Figure 1. Routed metal, one colour a layer.
Drawn at 2 px/um.
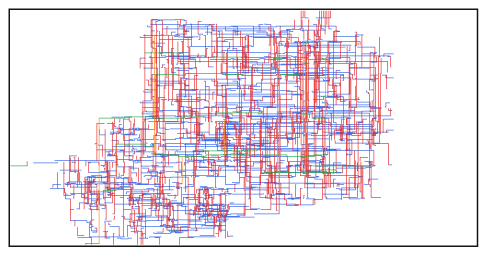
Figure 2. Clock wiring as the flow saved it.
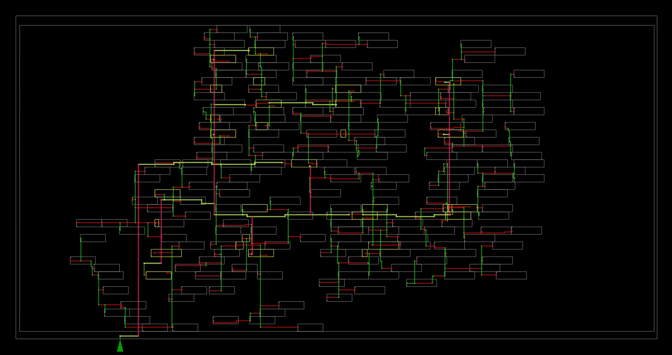
==> config.mk <==
export PLATFORM = sky130hd
export DESIGN_NAME = lcd_spi_rx
export DESIGN_NICKNAME = d
export VERILOG_FILES = /design/src/rtl/lcd_spi_rx.sv
export SDC_FILE = /design/constraint.sdc
export NUM_CORES = 1
export LEC_CHECK = 0
export CAP_MARGIN = 25
export CORE_ASPECT_RATIO = 0.5
export CORE_UTILIZATION = 30
export DETAILED_ROUTE_END_ITERATION = 12
export GPL_TIMING_DRIVEN = 0
export SLEW_MARGIN = 30
export SYNTH_ARGS = -nofsm -noshare
export SYNTH_HDL_FRONTEND = slang
export SYNTH_SLANG_ARGS = --single-unit
==> constraint.sdc <==
create_clock -name i_clk -period 3.7 [get_ports i_clk]
set_input_delay 0.37 -clock i_clk [delete_from_list [all_inputs] [get_ports i_clk]]
set_output_delay 0.37 -clock i_clk [all_outputs]
set_load 0.005 [all_outputs]
==> src/rtl/lcd_spi_rx.sv <==
// SPI-slave receiver for the LCD write engine: framed bytes are tagged with
// an RS bit from the frame header and queued in a first-word-fall-through FIFO.
module lcd_spi_rx #(
   parameter int unsigned DEPTH_LOG2 = 4
) (
   input  logic       i_clk,
   input  logic       i_rst,
   input  logic       i_spi_sck,
   input  logic       i_spi_cs,
   input  logic       i_spi_mosi,
   output logic       o_spi_miso,
   output logic [7:0] o_data,
   output logic       o_rs,
   output logic       o_valid,
   input  logic       i_ready,
   output logic       o_overflow,
   output logic       o_busy
);

   localparam int unsigned DEPTH = 1 << DEPTH_LOG2;
   localparam int unsigned CNT_W = DEPTH_LOG2 + 1;
   localparam int unsigned ENT_W = 9;

   localparam logic [1:0] ST_IDLE   = 2'd0;
   localparam logic [1:0] ST_HEADER = 2'd1;
   localparam logic [1:0] ST_DATA   = 2'd2;

   logic [2:0] sck_s;
   logic [2:0] cs_s;
   logic [1:0] mosi_s;
   logic       busy_q;

   logic       sck_rise_c;
   logic       sck_fall_c;
   logic       cs_rise_c;
   logic       cs_fall_c;
   logic       mosi_bit_c;

   logic [1:0] state;
   logic [1:0] state_nxt;
   logic [2:0] bit_cnt;
   logic [6:0] shift_in;
   logic [7:0] shift_nxt_c;
   logic [7:0] miso_sr;
   logic       frame_rs;
   logic       push_q;
   logic [ENT_W-1:0] push_word;

   logic [ENT_W-1:0]      mem [DEPTH];
   logic [DEPTH_LOG2-1:0] wr_ptr;
   logic [DEPTH_LOG2-1:0] rd_ptr;
   logic [CNT_W-1:0]      count;
   logic [CNT_W-1:0]      count_nxt_c;
   logic                  valid_q;
   logic                  overflow_q;
   logic                  full_c;
   logic                  pop_c;
   logic                  wr_c;
   logic [7:0]            status_c;
   logic [ENT_W-1:0]      head_c;

   // Synchronizers; CS resets to the asserted level so a frame already in
   // progress when reset releases produces no falling edge and is ignored.
   always_ff @(posedge i_clk or posedge i_rst) begin
      if (i_rst) begin
         sck_s  <= 3'b000;
         cs_s   <= 3'b000;
         mosi_s <= 2'b00;
         busy_q <= 1'b0;
      end else begin
         sck_s  <= {sck_s[1:0], i_spi_sck};
         cs_s   <= {cs_s[1:0], i_spi_cs};
         mosi_s <= {mosi_s[0], i_spi_mosi};
         busy_q <= ~cs_s[0];
      end
   end

   assign sck_rise_c  = sck_s[1] & ~sck_s[2];
   assign sck_fall_c  = ~sck_s[1] & sck_s[2];
   assign cs_rise_c   = cs_s[1] & ~cs_s[2];
   assign cs_fall_c   = ~cs_s[1] & cs_s[2];
   assign mosi_bit_c  = mosi_s[1];
   assign shift_nxt_c = {shift_in, mosi_bit_c};

   always_ff @(posedge i_clk or posedge i_rst) begin
      if (i_rst) begin
         state <= ST_IDLE;
      end else begin
         state <= state_nxt;
      end
   end

   always_comb begin
      state_nxt = state;
      if (cs_rise_c) begin
         state_nxt = ST_IDLE;
      end else begin
         case (state)
            ST_IDLE:   if (cs_fall_c) state_nxt = ST_HEADER;
            ST_HEADER: if (sck_rise_c && (bit_cnt == 3'd7)) state_nxt = ST_DATA;
            ST_DATA:   state_nxt = ST_DATA;
            default:   state_nxt = ST_IDLE;
         endcase
      end
   end

   // Bit/byte assembly, MISO status shifter and push request
   always_ff @(posedge i_clk or posedge i_rst) begin
      if (i_rst) begin
         bit_cnt   <= 3'd0;
         shift_in  <= 7'd0;
         miso_sr   <= 8'd0;
         frame_rs  <= 1'b0;
         push_q    <= 1'b0;
         push_word <= '0;
      end else begin
         push_q <= 1'b0;
         if (cs_rise_c) begin
            bit_cnt <= 3'd0;
            miso_sr <= 8'd0;
         end else begin
            case (state)
               ST_IDLE: begin
                  if (cs_fall_c) begin
                     bit_cnt <= 3'd0;
                     miso_sr <= status_c;
                  end
               end
               ST_HEADER: begin
                  if (sck_rise_c) begin
                     shift_in <= shift_nxt_c[6:0];
                     bit_cnt  <= bit_cnt + 3'd1;
                     if (bit_cnt == 3'd7) begin
                        frame_rs <= mosi_bit_c;
                        miso_sr  <= 8'd0;
                     end
                  end else if (sck_fall_c) begin
                     miso_sr <= {miso_sr[6:0], 1'b0};
                  end
               end
               ST_DATA: begin
                  if (sck_rise_c) begin
                     shift_in <= shift_nxt_c[6:0];
                     bit_cnt  <= bit_cnt + 3'd1;
                     if (bit_cnt == 3'd7) begin
                        push_q    <= 1'b1;
                        push_word <= {frame_rs, shift_nxt_c};
                     end
                  end
               end
               default: begin
                  bit_cnt <= 3'd0;
               end
            endcase
         end
      end
   end

   assign o_spi_miso = miso_sr[7];
   assign o_busy     = busy_q;

   // FIFO control: a pop while full makes room for a same-cycle push
   assign full_c   = (count == CNT_W'(DEPTH));
   assign pop_c    = valid_q & i_ready;
   assign wr_c     = push_q & (~full_c | pop_c);
   assign status_c = {overflow_q, full_c, 1'b0, 5'(count)};

   always_comb begin
      count_nxt_c = count;
      case ({wr_c, pop_c})
         2'b10:   count_nxt_c = count + CNT_W'(1);
         2'b01:   count_nxt_c = count - CNT_W'(1);
         default: count_nxt_c = count;
      endcase
   end

   always_ff @(posedge i_clk) begin
      if (wr_c) begin
         mem[wr_ptr] <= push_word;
      end
   end

   always_ff @(posedge i_clk or posedge i_rst) begin
      if (i_rst) begin
         wr_ptr     <= '0;
         rd_ptr     <= '0;
         count      <= '0;
         valid_q    <= 1'b0;
         overflow_q <= 1'b0;
      end else begin
         if (wr_c) begin
            wr_ptr <= wr_ptr + DEPTH_LOG2'(1);
         end
         if (pop_c) begin
            rd_ptr <= rd_ptr + DEPTH_LOG2'(1);
         end
         count   <= count_nxt_c;
         valid_q <= (count_nxt_c != '0);
         if (push_q && full_c && !pop_c) begin
            overflow_q <= 1'b1;
         end
      end
   end

   // Head is gated so the outputs read zero while the FIFO is empty
   assign head_c     = mem[rd_ptr];
   assign o_valid    = valid_q;
   assign o_data     = valid_q ? head_c[7:0] : 8'h00;
   assign o_rs       = valid_q & head_c[8];
   assign o_overflow = overflow_q;

endmodule

==> README.md <==
| Metric | Reported |
|---|---|
| Result of the run | finished, final reports clean |
| Post-Place Setup Slack | 0.02240 ns |
| Clock input transition at the sequential cells of the worst setup and hold paths | 0.07 ns |
| Floorplan die width | 233.4 um |
| Ordered cell list for the critical path | buf_2, clkbuf_1, mux4_2, mux4_2, and2_1, clkdlybuf4s50_1 |
| Post-CTS Hold Fix Bufs | 0 |
| Kind of capture point of the worst setup path | primary output |
| Antenna diode count | 0 |
| Final instance count without filler cells | 847 |
| First-iteration detailed-routing DRC count | 401 |
| Count leader, synth | sky130_fd_sc_hd__edfxtp_1 |
| Number of global-route vias before repair | 4096 |
| Startpoint type of the worst setup path | register |
| Filler cell count in the final layout | 2395 |
| Async S/R FF share, synth | 0.2764 |
| Static leakage power | 0.003085 uW |
| H-tree depth reported by CTS | 4 |
| Clock Skew | 0.009353 ns |
| Largest fanout on the critical path | 10 |
| Fmax achieved | 279.0 MHz |
| First drt pass iteration count | 4 |
| Rel. slew slack | 0.3752 |
| Number of enable flip-flop cells | 144 |
| Cell type of the slowest stage on the worst timing path | sky130_fd_sc_hd__clkbuf_1 |
| Inst Count DP | 816 |
| Reported max-cap violation count | 0 |
| Number of buffers created by CTS | 17 |
| Highest ir drop seen on vdd | 0.3068 mV |
| Clock tree from TritonCTS | yes |
| Period minus WS final | 3.584 ns |
| Max incr delay on CP | 0.58 ns |
| Cell occurring most often along the worst timing path | sky130_fd_sc_hd__mux4_2 |
| Post-layout period usage of the worst path | 0.9688 |
| Register share after synthesis | 0.7099 |
| Final core area utilization | 0.3608 |
| Final HPWL from detailed placement | 9963 um |
| Setup violators final | 0 |
| Number of failing hold endpoints at the final stage | 0 |
| Critical path required time | 3.33 ns |
| Global-route wire length before repair | 24160 um |
| Final Wtd Congestion | 0.7617 |
| Clock sink total | 199 |
| Die Y-Extent | 117.7 um |
| Detailed-route wire length | 15250 um |
| Netlist area before placement | 8030 um^2 |
| Maximum number of pins on one net before global-route repair | 42 |
| Longest Clk Path Bufs | 2 |
| Area of the synthesized netlist per yosys stat | 8030 um^2 |
| Worst Path Class, Setup | reg2out |
| RSZ-0062 raised after global routing | no |
| Post-Syn Instances | 450 |
| Synthesis Warnings | 0 |
| Placeable core area | 25750 um^2 |
| Sum of negative setup slack | 0 ns |
| PD cells | 497.5 nW/um^2 |
| Post-Synthesis Mean Instance Area | 17.84 um^2 |
| Number of antenna violations at the first check in global routing | 0 |
| Leading post-synthesis cells by cell area | sky130_fd_sc_hd__edfxtp_1, sky130_fd_sc_hd__dfrtp_1, sky130_fd_sc_hd__mux4_2 |
| Hold Crit Class | in2async |
| Slew at the pin with the worst max-slew slack | 0.9337 ns |
| Post-synth regs | 199 |
| Post-Layout Inst Area | 9293 um^2 |
| Number of nets with antenna violations after detailed routing | 0 |
| Port bufs | 18 |
| Tally of OpenROAD warnings | 32 |
| Number of ports placed on the die boundary | 19 |
| Count of unresolved DRC violations after routing | 0 |
| Placed standard-cell area | 8711 um^2 |
| Dominant register cell | sky130_fd_sc_hd__edfxtp_1 |
| Number of buffers and inverters on the critical path | 3 |
| Data arrival, critical path | 3.21 ns |
| Total Die Area | 27470 um^2 |
| Share of Yosys cell area claimed by the top area cell type | 0.5385 |
| Cell type contributing the most total cell area after synthesis | sky130_fd_sc_hd__edfxtp_1 |
| Global route overflow | 0 |
| Fin worst setup slack | 0.1156 ns |
| Fraction of final layout cells with drive strength greater than 1 | 0.1889 |
| Number of nets at floorplan | 471 |
| CP delay by family, top | buffers and inverters |
| FP Util | 0.3118 |
| Core Rows | 41 |
| Area added between synthesis and finish | 15.72% |
| Final nets | 511 |
| Count of final max-slew check failures | 0 |
| Vias per inst | 4.710 |
| Leading post-synthesis cells by instance count | sky130_fd_sc_hd__edfxtp_1, sky130_fd_sc_hd__dfrtp_1, sky130_fd_sc_hd__nand2_1, sky130_fd_sc_hd__mux4_2, sky130_fd_sc_hd__nor2_1 |
| CTS Root Cell | sky130_fd_sc_hd__clkbuf_16 |
Notes on Figure 1 above:
legend:
  red:
    layer: met2
    wire_length: 6920 um
  blue:
    layer: met1
    wire_length: 7250 um
  orange:
    layer: met4
    wire_length: 498 um
  green:
    layer: met3
    wire_length: 576 um
total via count in the routed design: 3989
GRT Overall Usage: 0.1203

Notes on Figure 2 above:
number of flip-flops and latches: 199
Late-Pin Clk Latency: 0.44 ns
clock distribution power: 1830 uW

==> final cells by class <==
class,instances,area (um^2),area share
clock inverter,14,148.9,0.01602
buffer,17,106.4,0.01144
inverter,17,66.31,0.007136
clock buffer,18,429.2,0.04618
timing repair buffer,22,222.7,0.02397
tap,344,430.4,0.04632
multi-input combinational,216,2188,0.2355
sequential,199,5700,0.6134
==> registers in the layout, indices dropped and copies added (netlist names), 3 cells and up <==
name / flops
bit_cnt: 3
cs_s: 3
sck_s: 3
miso_sr: 8
wr_ptr: 4
push_word: 9
count: 5
rd_ptr: 4
mem: 144
shift_in: 7
==> cell families (layout without fill, tap and decap cells) <==
family,count (synthesis),count (layout),share of synthesized area
fa+ha+maj,15,15,0.02337
flops,199,199,0.7099
simple gates,99,99,0.05952
xor+xnor,12,12,0.01309
compound gates,34,34,0.02711
mux,56,56,0.1454
buf+inv,35,88,0.02166
==> metal layers <==
layer	up-vias	routed length (um)	GRT usage
li1	1808	-	-
met3	27	576	0.02665
met4	0	498	0.05966
met2	83	6923	0.1764
met5	-	0	0
met1	2071	7251	0.1682
==> timing repair <==
| item | in CTS | in global routing |
|---|---|---|
| gates resized | 0 | 2 |
| endpoints found under the setup margin | 0 | 1 |
| setup buffers | 0 | 0 |
==> report_power, final <==
| group | leakage [uW] | switching, uW | internal (uW) |
|---|---|---|---|
| clock | 0.000281 | 822 | 1000 |
| combinational | 0.000875 | 163 | 129 |
| sequential | 0.00193 | 52.9 | 2450 |
==> layout by cell type (no fill, tap or decap), types with 10 or more instances in the layout <==
master / count
sky130_fd_sc_hd__inv_1: 15
sky130_fd_sc_hd__edfxtp_1: 144
sky130_fd_sc_hd__mux4_2: 37
sky130_fd_sc_hd__mux2_2: 11
sky130_fd_sc_hd__ha_1: 14
sky130_fd_sc_hd__nand2_1: 40
sky130_fd_sc_hd__clkbuf_16: 17
sky130_fd_sc_hd__nor2_1: 19
sky130_fd_sc_hd__and2_1: 10
sky130_fd_sc_hd__clkdlybuf4s50_1: 18
sky130_fd_sc_hd__dfrtp_1: 55
==> metrics by stage <==
step | power [uW] | hold slack (ns)
after detailed placement | 2848 | 0.3347
after global placement | 2831 | 0.3336
after floorplan | 2758 | 0.3312
final | 4623 | 0.2039
after global routing | 4814 | 0.2156
after CTS | 4670 | 0.1911
==> path summary, 6_finish.rpt <==
kind,end,slack (ns),from,depth (start not counted)
max in group asynchronous,shift_in[6]$_DFFE_PP0P_,3.03,i_rst,3
worst max register to register,o_valid$_DFF_PP0_,0.35,count[1]$_DFF_PP0_,14
worst min register to register,sck_s[1]$_DFF_PP0_,0.35,sck_s[0]$_DFF_PP0_,0
worst min-delay path,miso_sr[5]$_DFFE_PP0P_,0.20,i_rst,2
worst max-delay path,o_rs,0.12,rd_ptr[2]$_DFFE_PP0P_,6
min in group i_clk,sck_s[1]$_DFF_PP0_,0.35,sck_s[0]$_DFF_PP0_,0
Power and IR drop assume default switching activity.
